--- src/rtl/fft_pkg.sv ---
// Shared constants, bank selector type and lane-order helpers for the 16-lane gather block.
package fft_pkg;

    localparam int D_WIDTH_DEF = 64;
    localparam int LANES       = 16;
    localparam int IDX_W       = 4;

    typedef enum logic {
        BANK_PING = 1'b0,
        BANK_PONG = 1'b1
    } bank_sel_e;

    function automatic bank_sel_e other_bank(input bank_sel_e b);
        return (b == BANK_PING) ? BANK_PONG : BANK_PING;
    endfunction

    function automatic logic [IDX_W-1:0] bitrev4(input logic [IDX_W-1:0] k);
        return {k[0], k[1], k[2], k[3]};
    endfunction

endpackage

--- src/rtl/lane_gather16_bank.sv ---
// One frame bank: 16 lane registers written one lane at a time, plus a full flag.
module gather_bank #(
    parameter int D_WIDTH = fft_pkg::D_WIDTH_DEF
) (
    input  logic                                  clk_i,
    input  logic                                  rst_i,
    input  logic                                  wr_en_i,
    input  logic [fft_pkg::IDX_W-1:0]             wr_lane_i,
    input  logic [D_WIDTH-1:0]                    wr_data_i,
    input  logic                                  set_full_i,
    input  logic                                  clr_full_i,
    output logic                                  full_o,
    output logic [fft_pkg::LANES*D_WIDTH-1:0]     data_o
);
    import fft_pkg::*;

    logic [D_WIDTH-1:0] lane_q [LANES];
    logic               full_q;
    logic               full_d;

    // The top never sets and clears the same bank in one cycle; set wins regardless.
    always_comb begin
        full_d = full_q;
        if (set_full_i) begin
            full_d = 1'b1;
        end else if (clr_full_i) begin
            full_d = 1'b0;
        end
    end

    always_ff @(posedge clk_i) begin
        if (rst_i) begin
            full_q <= 1'b0;
            for (int i = 0; i < LANES; i++) begin
                lane_q[i] <= '0;
            end
        end else begin
            full_q <= full_d;
            if (wr_en_i) begin
                lane_q[wr_lane_i] <= wr_data_i;
            end
        end
    end

    for (genvar g = 0; g < LANES; g++) begin : g_pack
        assign data_o[g*D_WIDTH +: D_WIDTH] = lane_q[g];
    end

    assign full_o = full_q;

endmodule

--- src/rtl/lane_gather16.sv ---
// Serial-to-16-lane frame gatherer with ping/pong banks; define GATHER_DIGIT_REV_EN
// to store sample k of each frame in lane bitrev4(k) instead of lane k.
module lane_gather16 #(
    parameter int D_WIDTH = fft_pkg::D_WIDTH_DEF,
    parameter int LANES   = fft_pkg::LANES
) (
    input  logic                     clk,
    input  logic                     rst,
    input  logic                     in_valid,
    output logic                     in_ready,
    input  logic                     in_sop,
    input  logic [D_WIDTH-1:0]       in_data,
    output logic                     out_valid,
    input  logic                     out_ready,
    output logic [LANES*D_WIDTH-1:0] out_data,
    output logic                     drop_err
);
    import fft_pkg::*;

    function automatic logic [IDX_W-1:0] lane_map(input logic [IDX_W-1:0] k);
`ifdef GATHER_DIGIT_REV_EN
        return bitrev4(k);
`else
        return k;
`endif
    endfunction

    bank_sel_e          fill_ptr_q, fill_ptr_d;
    bank_sel_e          rd_ptr_q, rd_ptr_d;
    logic [IDX_W-1:0]   wr_idx_q, wr_idx_d;
    logic               drop_err_q, drop_err_d;

    logic               ping_full, pong_full;
    logic [LANES*D_WIDTH-1:0] ping_data, pong_data;
    logic               fill_full, accept, restart, last, pop;
    logic [IDX_W-1:0]   wr_lane;

    always_comb begin
        fill_full  = (fill_ptr_q == BANK_PING) ? ping_full : pong_full;
        // Reset gating keeps ready low during reset; otherwise ready depends only on the full flags.
        in_ready   = !rst && !fill_full;
        out_valid  = (rd_ptr_q == BANK_PING) ? ping_full : pong_full;
        out_data   = (rd_ptr_q == BANK_PING) ? ping_data : pong_data;
        accept     = in_valid && in_ready;
        restart    = accept && in_sop && (wr_idx_q != '0);
        last       = accept && !restart && (wr_idx_q == IDX_W'(LANES - 1));
        pop        = out_valid && out_ready;
        wr_lane    = lane_map(restart ? '0 : wr_idx_q);

        wr_idx_d   = wr_idx_q;
        fill_ptr_d = fill_ptr_q;
        rd_ptr_d   = rd_ptr_q;
        drop_err_d = restart;
        if (accept) begin
            wr_idx_d = restart ? IDX_W'(1) : wr_idx_q + IDX_W'(1);
        end
        if (last) begin
            fill_ptr_d = other_bank(fill_ptr_q);
        end
        if (pop) begin
            rd_ptr_d = other_bank(rd_ptr_q);
        end
    end

    always_ff @(posedge clk) begin
        if (rst) begin
            fill_ptr_q <= BANK_PING;
            rd_ptr_q   <= BANK_PING;
            wr_idx_q   <= '0;
            drop_err_q <= 1'b0;
        end else begin
            fill_ptr_q <= fill_ptr_d;
            rd_ptr_q   <= rd_ptr_d;
            wr_idx_q   <= wr_idx_d;
            drop_err_q <= drop_err_d;
        end
    end

    assign drop_err = drop_err_q;

    gather_bank #(.D_WIDTH(D_WIDTH)) u_ping (
        .clk_i      (clk),
        .rst_i      (rst),
        .wr_en_i    (accept && (fill_ptr_q == BANK_PING)),
        .wr_lane_i  (wr_lane),
        .wr_data_i  (in_data),
        .set_full_i (last && (fill_ptr_q == BANK_PING)),
        .clr_full_i (pop && (rd_ptr_q == BANK_PING)),
        .full_o     (ping_full),
        .data_o     (ping_data)
    );

    gather_bank #(.D_WIDTH(D_WIDTH)) u_pong (
        .clk_i      (clk),
        .rst_i      (rst),
        .wr_en_i    (accept && (fill_ptr_q == BANK_PONG)),
        .wr_lane_i  (wr_lane),
        .wr_data_i  (in_data),
        .set_full_i (last && (fill_ptr_q == BANK_PONG)),
        .clr_full_i (pop && (rd_ptr_q == BANK_PONG)),
        .full_o     (pong_full),
        .data_o     (pong_data)
    );

endmodule

--- config.mk ---
export PLATFORM = sky130hd
export DESIGN_NAME = lane_gather16
export DESIGN_NICKNAME = d
export VERILOG_FILES = /design/src/rtl/fft_pkg.sv /design/src/rtl/lane_gather16_bank.sv /design/src/rtl/lane_gather16.sv
export SDC_FILE = /design/constraint.sdc
export NUM_CORES = 2
export LEC_CHECK = 0
export ABC_CLOCK_PERIOD_IN_PS = 10200
export CORE_AREA = 2 2 432 434
export DETAILED_ROUTE_END_ITERATION = 12
export DIE_AREA = 0 0 434 436
export HOLD_SLACK_MARGIN = 0.02
export MAX_ROUTING_LAYER = met4
export PLACE_DENSITY = 0.69
export REMOVE_ABC_BUFFERS = 1
export SLEW_MARGIN = 20
export SYNTH_ARGS = -nofsm -noshare
export SYNTH_HDL_FRONTEND = slang
export SYNTH_SLANG_ARGS = --single-unit
--- constraint.sdc ---
create_clock -name clk -period 10.2 [get_ports clk]
set_input_delay 1.02 -clock clk [delete_from_list [all_inputs] [get_ports clk]]
set_output_delay 1.02 -clock clk [all_outputs]
set_load 0.01 [all_outputs]
placement_by_type.png
Bar = 100 um. Fill, decap, tap and diode cells in gray.
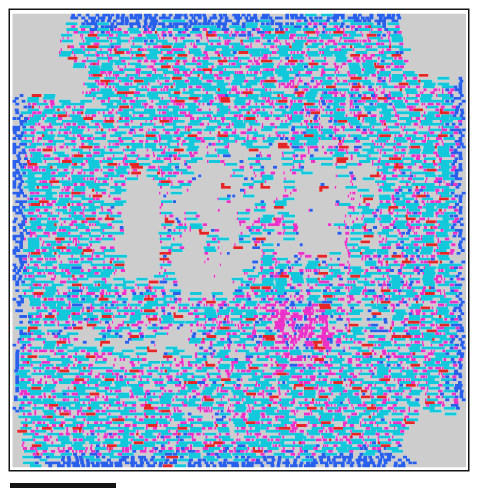
legend:
  cyan:
    class: flops
    cells: 2,057
    share_of_their_area: 60%
  magenta:
    class: combinational and other logic
    cells: 3,468
    share_of_their_area: 22%
  red:
    class: clock drivers and dummy loads
    cells: 381
    share_of_their_area: 6.2%
  blue:
    class: other buffers and delay cells
    cells: 1,205
    share_of_their_area: 12%

==> flow_metrics.env <==
# flow metrics
export IMPL_wl_per_cell_um=34.5
export IMPL_sw_frac_of_total_pct=23.4
export IMPL_worstReg2RegEnd="u_ping.lane_q[15][49]"
export IMPL_n_all_buffers=1205
export IMPL_num_antenna_cells=16
export IMPL_n_tap_cell=2480
export IMPL_period_used_pct=55.8
export IMPL_common_cells="2,048 x edfxtp_1, 1,158 x nor2_1, 1,026 x mux2_2, 768 x nor3_1, 461 x clkbuf_1"
export IMPL_gp_congestion=0.897
export IMPL_htreeDepth=4
export IMPL_period_minus_slack_ns=5.69
export IMPL_required_ns=9.18
export IMPL_drive_above_1_share_pct=20.9
export IMPL_power_density_nw_per_um2=172
export IMPL_dr_pass1_iters=7
export IMPL_rr_startpoint="wr_idx_q[3]"
export IMPL_pwr_share_comb_pct=7.2
export IMPL_yosysWarningCount=0
export IMPL_clkCellAreaFrac_pct=6.06
export IMPL_area_leaders="edfxtp_1 71%, mux2_2 13%, nor2_1 5.0%"
export IMPL_cp_slowest_cell="dfxtp_4"
export IMPL_ys_top_logic_family="multiplexers"
export IMPL_cts_tree="yes"
export IMPL_fp_row_count=158
export IMPL_simple_gate_share_pct=11.9
export IMPL_top_regs="u_ping.lane_q x1024, u_pong.lane_q x1024, wr_idx_q x4"
export IMPL_insertion_delay_ns=0.86
export IMPL_drt_wl_total_um=332000
export IMPL_rsz0062_at_grt="no"
export IMPL_place_area_sq_um=99800
export IMPL_critPathTopFamily="buffers and inverters"
export IMPL_ys_flops=2057
export IMPL_port_buffers=1095
export IMPL_final_cell_mix="2,048 x edfxtp_1, 1,157 x nor2_1, 1,095 x clkdlybuf4s50_1"
export IMPL_setup_slack_ns=4.51
export IMPL_grt_max_degree=187
export IMPL_coreArea_sq_um=185000
export IMPL_synth_cellmix_adderShare_pct=0.0290
export IMPL_leakagePower_nw=36.1
export IMPL_numSequentialCells=2057
export IMPL_gr_usage_all_layers_pct=35.3
export IMPL_synth_most_common_cell="edfxtp_1"
export IMPL_muxShareOfSynthArea_pct=13.4
export IMPL_clockRootBuffer="clkbuf_16"
export IMPL_avgSynthCellArea_sq_um=14.2
export IMPL_clkTransAtPathRegs_ns=0.06
export IMPL_cp_end_kind="output pin"
export IMPL_holdWs_ns=0.673
export IMPL_die_area_sq_um=189000
export IMPL_synth_seq_share_pct=71.5
export IMPL_finalHoldViolations=0
export IMPL_p_comb_w=0.00132
export IMPL_synthArstFlopShare_pct=0
export IMPL_ys_sh_aoi_pct=0.435
export IMPL_cts_setup_buffers=0
export IMPL_skew_ns=0.0241
export IMPL_p_seq_w=0.00966
export IMPL_seq_area_sq_um=61700
export IMPL_cp_endpoint="out_data[799]"
export IMPL_ys_cells=6065
export IMPL_layout_nonclk_buf_share_pct=11.3
export IMPL_ff_type="edfxtp_1"
export IMPL_logic_gates=3399
export IMPL_hold_class="flop to flop"
export IMPL_path_cells="buf_4 -> buf_12 -> mux2_2 -> clkdlybuf4s50_1"
export IMPL_drtAntennaViolNets=0
export IMPL_mappedNetlistArea_sq_um=86300
export IMPL_place_ws_ns=4.29
export IMPL_tool_warnings=53
export IMPL_path_class="flop to output pin"
export IMPL_initCoreUtil_pct=46.7
export IMPL_max_slew_margin_pct=10.2
export IMPL_startpoint="rd_ptr_q"
export IMPL_logic_area_sq_um=22900
export IMPL_rr_worst_depth=4
export IMPL_die_y_um=436
export IMPL_tightest_slew_ns=1.35
export IMPL_edf_count=2048
export IMPL_yosysChipArea_sq_um=86300
export IMPL_nNonClkInverters=69
export IMPL_cts_resized=0
export IMPL_status="finished clean"
clocks.png
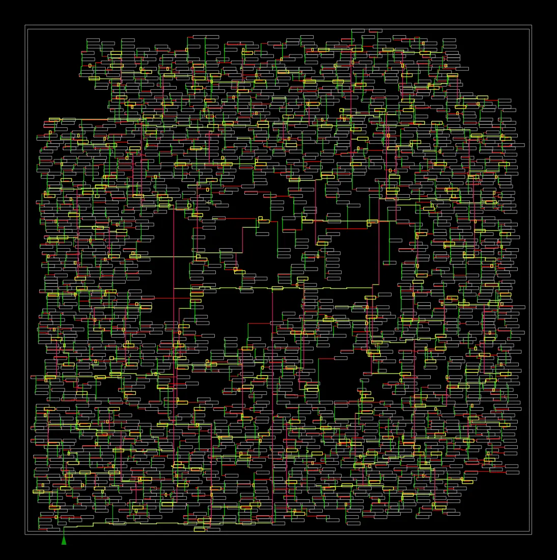
clock buf count: 262
CTS Buf Count: 208
Clk power: 0.00737 W

[tightest hold or removal path, stage by stage (launching register included)]
cell and delay, ns:
dfxtp_1 0.44, nand2b_1 0.13, a21oi_1 0.05
[metrics by stage]
stage               instances  total power [W]  util, %
floorplan                5525           0.0103        -
global route             9596           0.0188     57.6
finish                   9607           0.0183     57.7
CTS                      9586           0.0184     57.6
detailed placement       9205           0.0111     54.1
global placement         9202           0.0111     54.0
[metal layers]
layer | vias up | part of all wire, % | track usage (%) | routed length [um]
li1 | 24000 | - | - | -
met1 | 30100 | 36 | 43.4 | 119000
met2 | 3797 | 45 | 51.9 | 150000
met3 | 799 | 9.7 | 6.47 | 32200
met4 | 0 | 9.3 | 26.8 | 31000
met5 | - | 0 | - | 0
Power is estimated from default activity; no workload was simulated.
